`src/rtl/sync_fifo_flags.sv`:
```
// sync_fifo_flags: single-clock FIFO with occupancy count and programmable
// almost-full / almost-empty thresholds. The read port is either registered
// (FWFT=0) or first-word-fall-through (FWFT=1).
//
// Optional feature macro: SYNC_FIFO_ERR_FLAGS_EN
//   defined   -> sticky overflow/underflow flags, cleared only by reset
//   undefined -> overflow/underflow tied to 0, ports kept for a stable interface
//
// Ports:
//   clk          rising-edge clock
//   rst_n        synchronous active-low reset
//   w_en         write request (accepted when not full)
//   r_en         read request / FWFT pop (accepted when not empty)
//   data_in      write data
//   data_out     read data (registered, or combinational head word in FWFT)
//   full, empty  occupancy extremes
//   almost_full  count >= AF_THRESH
//   almost_empty count <= AE_THRESH
//   count        occupancy 0..DEPTH
//   overflow     sticky: write attempted while full
//   underflow    sticky: read attempted while empty
module sync_fifo_flags #(
  parameter int DATA_WIDTH = 8,
  parameter int DEPTH      = 16,
  parameter int AF_THRESH  = DEPTH - 2,
  parameter int AE_THRESH  = 2,
  parameter int FWFT       = 0,
  localparam int PTR_WIDTH = $clog2(DEPTH)
) (
  input  logic                  clk,
  input  logic                  rst_n,
  input  logic                  w_en,
  input  logic                  r_en,
  input  logic [DATA_WIDTH-1:0] data_in,
  output logic [DATA_WIDTH-1:0] data_out,
  output logic                  full,
  output logic                  empty,
  output logic                  almost_full,
  output logic                  almost_empty,
  output logic [PTR_WIDTH:0]    count,
  output logic                  overflow,
  output logic                  underflow
);

  localparam logic [PTR_WIDTH:0] AF_LVL  = (PTR_WIDTH+1)'(AF_THRESH);
  localparam logic [PTR_WIDTH:0] AE_LVL  = (PTR_WIDTH+1)'(AE_THRESH);
  localparam logic [PTR_WIDTH:0] PTR_ONE = (PTR_WIDTH+1)'(1);

  // Pointers carry one extra wrap bit so full and empty are distinguishable.
  logic [PTR_WIDTH:0]    w_ptr_q, w_ptr_d;
  logic [PTR_WIDTH:0]    r_ptr_q, r_ptr_d;
  logic [PTR_WIDTH-1:0]  w_addr, r_addr;
  logic [DATA_WIDTH-1:0] mem_q [DEPTH];
  logic                  wr_acc, rd_acc;

  assign w_addr = w_ptr_q[PTR_WIDTH-1:0];
  assign r_addr = r_ptr_q[PTR_WIDTH-1:0];

  // Flags and count describe the state at the start of the cycle.
  always_comb begin
    empty        = (w_ptr_q == r_ptr_q);
    full         = (w_ptr_q[PTR_WIDTH] != r_ptr_q[PTR_WIDTH]) && (w_addr == r_addr);
    count        = w_ptr_q - r_ptr_q;
    almost_full  = (count >= AF_LVL);
    almost_empty = (count <= AE_LVL);
  end

  // Full/empty are sampled before this cycle's read/write, so a write into a
  // full FIFO is refused even if a read frees a slot on the same edge.
  assign wr_acc = w_en && !full;
  assign rd_acc = r_en && !empty;

  always_comb begin
    w_ptr_d = w_ptr_q;
    r_ptr_d = r_ptr_q;
    if (wr_acc) w_ptr_d = w_ptr_q + PTR_ONE;
    if (rd_acc) r_ptr_d = r_ptr_q + PTR_ONE;
  end

  always_ff @(posedge clk) begin
    if (!rst_n) begin
      w_ptr_q <= '0;
      r_ptr_q <= '0;
    end else begin
      w_ptr_q <= w_ptr_d;
      r_ptr_q <= r_ptr_d;
    end
  end

  // Storage is not reset; pointers alone define what is valid.
  always_ff @(posedge clk) begin
    if (rst_n && wr_acc) mem_q[w_addr] <= data_in;
  end

  generate
    if (FWFT != 0) begin : g_fwft
      // Head word is presented as soon as it exists; zero when nothing is held.
      always_comb begin
        data_out = '0;
        if (!empty) data_out = mem_q[r_addr];
      end
    end else begin : g_reg
      logic [DATA_WIDTH-1:0] dout_q, dout_d;

      always_comb begin
        dout_d = dout_q;
        if (rd_acc) dout_d = mem_q[r_addr];
      end

      always_ff @(posedge clk) begin
        if (!rst_n) dout_q <= '0;
        else        dout_q <= dout_d;
      end

      assign data_out = dout_q;
    end
  endgenerate

`ifdef SYNC_FIFO_ERR_FLAGS_EN
  logic overflow_q, overflow_d;
  logic underflow_q, underflow_d;

  always_comb begin
    overflow_d  = overflow_q  | (w_en & full);
    underflow_d = underflow_q | (r_en & empty);
  end

  always_ff @(posedge clk) begin
    if (!rst_n) begin
      overflow_q  <= 1'b0;
      underflow_q <= 1'b0;
    end else begin
      overflow_q  <= overflow_d;
      underflow_q <= underflow_d;
    end
  end

  assign overflow  = overflow_q;
  assign underflow = underflow_q;
`else
  assign overflow  = 1'b0;
  assign underflow = 1'b0;
`endif

endmodule

```
`config.mk`:
```
export PLATFORM = sky130hd
export DESIGN_NAME = sync_fifo_flags
export DESIGN_NICKNAME = d
export VERILOG_FILES = /design/src/rtl/sync_fifo_flags.sv
export SDC_FILE = /design/constraint.sdc
export NUM_CORES = 1
export LEC_CHECK = 0
export ABC_AREA = 0
export CAP_MARGIN = 20
export CORE_ASPECT_RATIO = 0.5
export CORE_MARGIN = 2
export CORE_UTILIZATION = 50
export CTS_CLUSTER_SIZE = 30
export DETAILED_ROUTE_END_ITERATION = 10
export PLACE_DENSITY = 0.72
export SLEW_MARGIN = 20
export SYNTH_ARGS = -nofsm -noshare
export SYNTH_HDL_FRONTEND = slang
export SYNTH_SLANG_ARGS = --single-unit
```
`constraint.sdc`:
```
create_clock -name clk -period 2.4 [get_ports clk]
set_input_delay 0.48 -clock clk [delete_from_list [all_inputs] [get_ports clk]]
set_output_delay 0.48 -clock clk [all_outputs]
set_load 0.01 [all_outputs]
```
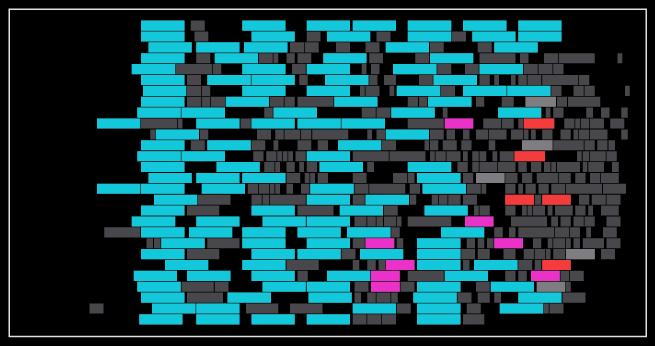
run_1/registers.png
(4 px per µm) Other sequential cells in the stronger gray, the rest of the logic in the fainter gray.
Magenta is data_out, sequential cells 8. Cyan is mem_q, sequential cells 128. Red is w_ptr_q, sequential cells 5.
Another 5 sequential cells are not colored.
Seq/total area: 58.07%
seq pwr: 2860 µW
register area: 4209 µm²
utilization after layout: 61.76%

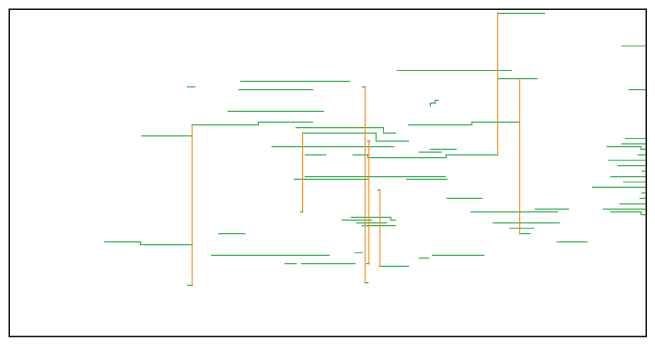
run_1/metal_stack.png
(4 px per µm) Two of the layers only.
Green is met3, wire length 710 µm. Orange is met4, wire length 233 µm.
drt total wl: 13,000 µm
Vias: 3,499
Total GRT Usage: 21.34%
DR WL/cell: 20.94 µm

==> run_results.csv, run 1 <==
group,metric,value,unit
timing,fin_ws,-0.2206,ns
run_status,status,"finished, violations left",
setup_path,path_cells,"inv_2 -> ha_4 -> inv_2 -> fa_2 -> a21o_1 -> a21oi_2 -> xnor2_2 -> a41o_1 -> buf_2",
floorplanning,pin_count,31,
synthesis,ys_sh_adder,2.212,%
pwr,ir_drop,0.0005709,V
layout,ff_count,146,
setup_path,crit_top_cell,"inv_2",
timing,maxSlewHeadroom,49.89,%
worst_hold_path,min_path_type,"reg2reg",
global_route,grt_pass1_wl,19920,µm
synthesis,ys.flop_type,"edfxtp_1",
layout,synthToLayoutAreaGrowth,20.91,%
synthesis,edf_count,128,
pwr,power.density,853.7,nW/µm²
setup_path,cp-end-kind,"output pin",
global_route,antenna_found_initial,0,
layout,clock_buffers,17,
setup_path,worstPathArrival,2.14,ns
synthesis,syn_area_per_cell,16.03,µm²
timing,finalSetupViolations,4,
floorplanning,die_x,158.9,µm
clock_tree,cts_tree,"done",
layout,lay_top_count,"edfxtp_1",
global_route,overflow,0,
synthesis,syn_area,5994,µm²
synthesis,xor_share,1.440,%
timing,whs,0.5338,ns
clock_tree,clock-root-buffer,"clkbuf_16",
global_route,use_met2,35.68,%
floorplanning,num_rows,28,
setup_path,path_buffers,3,
clock_tree,clk_latency,0.42,ns
synthesis,ys_sh_mux,11.52,%
synthesis,synthCells,374,
floorplanning,fp_util,51.08,%
timing,setup_tns,-0.5945,ns
clock_tree,clkTransAtPathRegs,0.06,ns
timing,slew_viol_final,0,
clock_tree,cts_setup_buffers,2,
route,via_per_inst,5.634,
clock_tree,clk_path_buf_depth,2,
place,io_buffers,28,
layout,nFillCells,819,
run_status,violations,"setup timing",
place,pre_cts_ws,-0.3621,ns
layout,largest_class,"sequential cells",
setup_path,crit_family,"AND-OR/OR-AND gates",
timing,fin_crit_sh,109.2,%
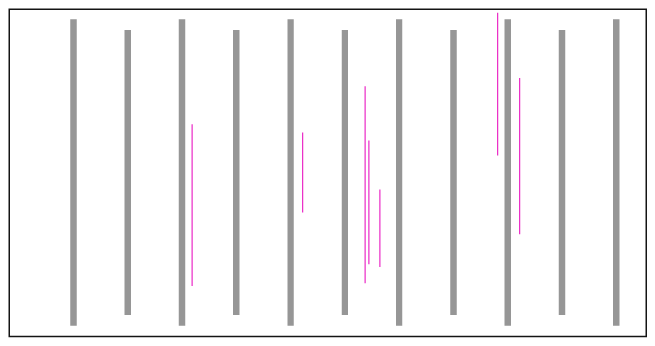
run_1/met4.png
(4 px per µm) Supply wires on this layer in gray.
The wires run mostly vertical. The longest straight run is 49.0 µm. The layer carries 233 µm of wire. 4 nets have wire on it. The layer holds 1.8% of the routed length.

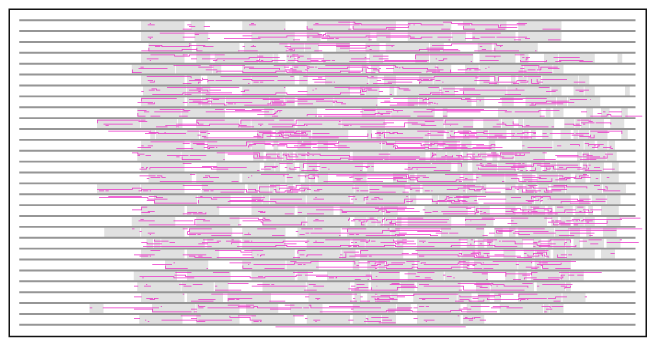
run_1/met1.png
(4 px per µm) Supply wires on this layer in gray. Cells faint in the background.
The wires run mostly horizontal. 438 nets have wire on it. The layer carries 5,850 µm of wire.

run 1: layer usage:
| metal | wire length, µm | up-vias |
|---|---|---|
| met5 | 0 | - |
| met4 | 232 | 0 |
| met3 | 710 | 17 |
| met2 | 6211 | 110 |
| met1 | 5849 | 1778 |
| li1 | - | 1594 |
run 1: final timing paths:
check                               start  cells past startpoint  slack, ns                 endpoint
setup / recovery  w_ptr_q[0]$_SDFFE_PN0N_                      9      -0.22              almost_full
hold / removal    r_ptr_q[4]$_SDFFE_PN0P_                      2       0.53  r_ptr_q[4]$_SDFFE_PN0P_
setup reg to reg  r_ptr_q[3]$_SDFFE_PN0P_                      7       0.22    mem_q[1][4]$_DFFE_PP_
hold reg to reg   r_ptr_q[4]$_SDFFE_PN0P_                      2       0.53  r_ptr_q[4]$_SDFFE_PN0P_
run 1: where the power goes:
| part | leakage (µW) | switching (µW) | internal (µW) |
|---|---|---|---|
| clock | 0.000255 | 996 | 1410 |
| sequential | 0.00130 | 34.2 | 2820 |
| combinational | 0.000830 | 491 | 438 |
| total | 0.00239 | 1520 | 4670 |
run 1: Yosys cell counts, types with 4 or more instances:
library cell	count	share of area (%)
o21ai_1	8	0.67
xor2_1	4	0.58
nand3_1	5	0.42
ha_1	9	1.9
a221oi_1	7	1.0
nor3_1	6	0.50
xnor2_1	4	0.58
buf_4	8	1.0
o21ai_0	9	0.75
dfxtp_1	18	6.0
inv_1	8	0.50
o22ai_1	16	1.7
a31oi_1	8	0.83
nor2_1	31	1.9
edfxtp_1	128	64
mux4_2	8	3.0
mux2i_1	51	8.5
run 1: registers in the layout, indices dropped and copies added (netlist names):
name and cells:
r_ptr_q 5, mem_q 128, w_ptr_q 5, data_out 8
## Run 2: what changed since run 1
Settings changed: CORE_UTILIZATION 50 to 30, PLACE_DENSITY 0.72 to 0.53.
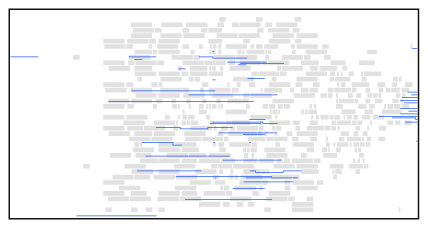
run_2/met3.png
(2 px per µm) Cells faint in the background.
The longest straight run is 72.2 µm. The layer holds 6.3% of the routed length. 36 nets have wire on it. The layer carries 854 µm of wire. The wires run mostly horizontal.
Vias: 3,367
drt total wl: 13,460 µm

==> run_results.csv, run 2 <==
group,metric,value,unit
route,met3_length,854,µm
layout,utilization,38.34,%
route,dr_wl_met2,6108,µm
synthesis,synth_dominant_cell_count,"edfxtp_1",
pwr,p_sw,1646,µW
run_status,violations,"setup timing",
place,io_buffers,28,
clock_tree,clock-root-buffer,"clkbuf_16",
clock_tree,clkTransAtPathRegs,0.06,ns
global_route,antenna_found_initial,0,
layout,top_register,"mem_q",
pwr,p_sw_share,25.72,%
synthesis,top_area_share,64.12,%
pwr,power.density,856.1,nW/µm²
synthesis,synthCells,374,
run_status,status,"finished, violations left",
synthesis,edf_count,128,
pwr,p_clk_share,40.0,%
global_route,grt_pass1_wl,20350,µm
setup_path,path_buffers,3,
synthesis,syn_area_per_cell,16.03,µm²
synthesis,synthTopCellsByArea,"edfxtp_1 64%, mux2i_1 8.5%, dfxtp_1 6.0%, mux4_2 3.0%, nor2_1 1.9%",
timing,finalSetupViolations,4,
synthesis,top_area_cell,"edfxtp_1",
route,routedWlPerCell,18.47,µm
floorplanning,pin_count,31,
pwr,ir_drop,0.0004043,V
setup_path,cp-end-kind,"output pin",
layout,lay_top_count,"edfxtp_1",
clock_tree,cts_tree,"done",
synthesis,syn_area,5994,µm²
synthesis,ys_sh_adder,2.212,%
synthesis,ys_sh_mux,11.52,%
clock_tree,clk_path_buf_depth,2,
timing,slew_viol_final,0,
setup_path,crit_family,"AND-OR/OR-AND gates",
global_route,grt_use_total,13.29,%
synthesis,ys.flop_type,"edfxtp_1",
pwr,p_seq_share,44.6,%
synthesis,xor_share,1.440,%
timing,maxSlewHeadroom,51.49,%
route,top_layer,"met4",
floorplanning,fp_util,30.74,%
synthesis,common_cells,"128 x edfxtp_1, 51 x mux2i_1, 31 x nor2_1",
place,pre_cts_ws,-0.3324,ns
setup_path,crit_top_cell,"inv_2",
timing,fin_ws,-0.1930,ns
-- run 2: power groups by stage --
stage | logic, µW | registers [µW] | clock network (µW)
6_report | 986 | 2850 | 2560
5_1_grt | 1070 | 2860 | 2740
3_5_place_dp | 948 | 2900 | 0
2_1_floorplan | 504 | 2920 | 0
4_1_cts | 977 | 2850 | 2620
3_3_place_gp | 945 | 2900 | 0
-- run 2: what timing repair did --
item                                    in CTS  in global routing
resized                                     41                  7
endpoints found under the setup margin       8                  6
pin swaps                                    8                  4
setup buffers                                3                  1
-- run 2: final cells by class --
cell class	instances	area, µm²
sequential	146	4212
timing repair buffer	74	614.3
inverter	9	36.28
multi-input combinational	202	1708
fill	1813	12030
tap	266	332.8
clock buffer	18	429.2
clock inverter	14	145.1
-- run 2: kinds of logic after synthesis --
| group | Yosys count |
|---|---|
| AOI/OAI and AO/OA | 63 |
| xor gates and xnor gates | 9 |
| adders and majority gates | 10 |
| buffers and inverters | 27 |
| DFF | 146 |
| muxes | 59 |
| other | 1 |
| and+or+nand+nor | 59 |
-- run 2: worst paths after layout --
| path | depth (start not counted) | to | slack [ns] | startpoint |
|---|---|---|---|---|
| min | 2 | w_ptr_q[4]$_SDFFE_PN0N_ | 0.53 | w_ptr_q[4]$_SDFFE_PN0N_ |
| min reg2reg | 2 | w_ptr_q[4]$_SDFFE_PN0N_ | 0.53 | w_ptr_q[4]$_SDFFE_PN0N_ |
| max reg2reg | 9 | mem_q[0][7]$_DFFE_PP_ | 0.25 | r_ptr_q[1]$_SDFFE_PN0P_ |
| max | 9 | almost_full | -0.19 | w_ptr_q[0]$_SDFFE_PN0N_ |
No activity file was given, so power comes from the tool's default toggle rates.
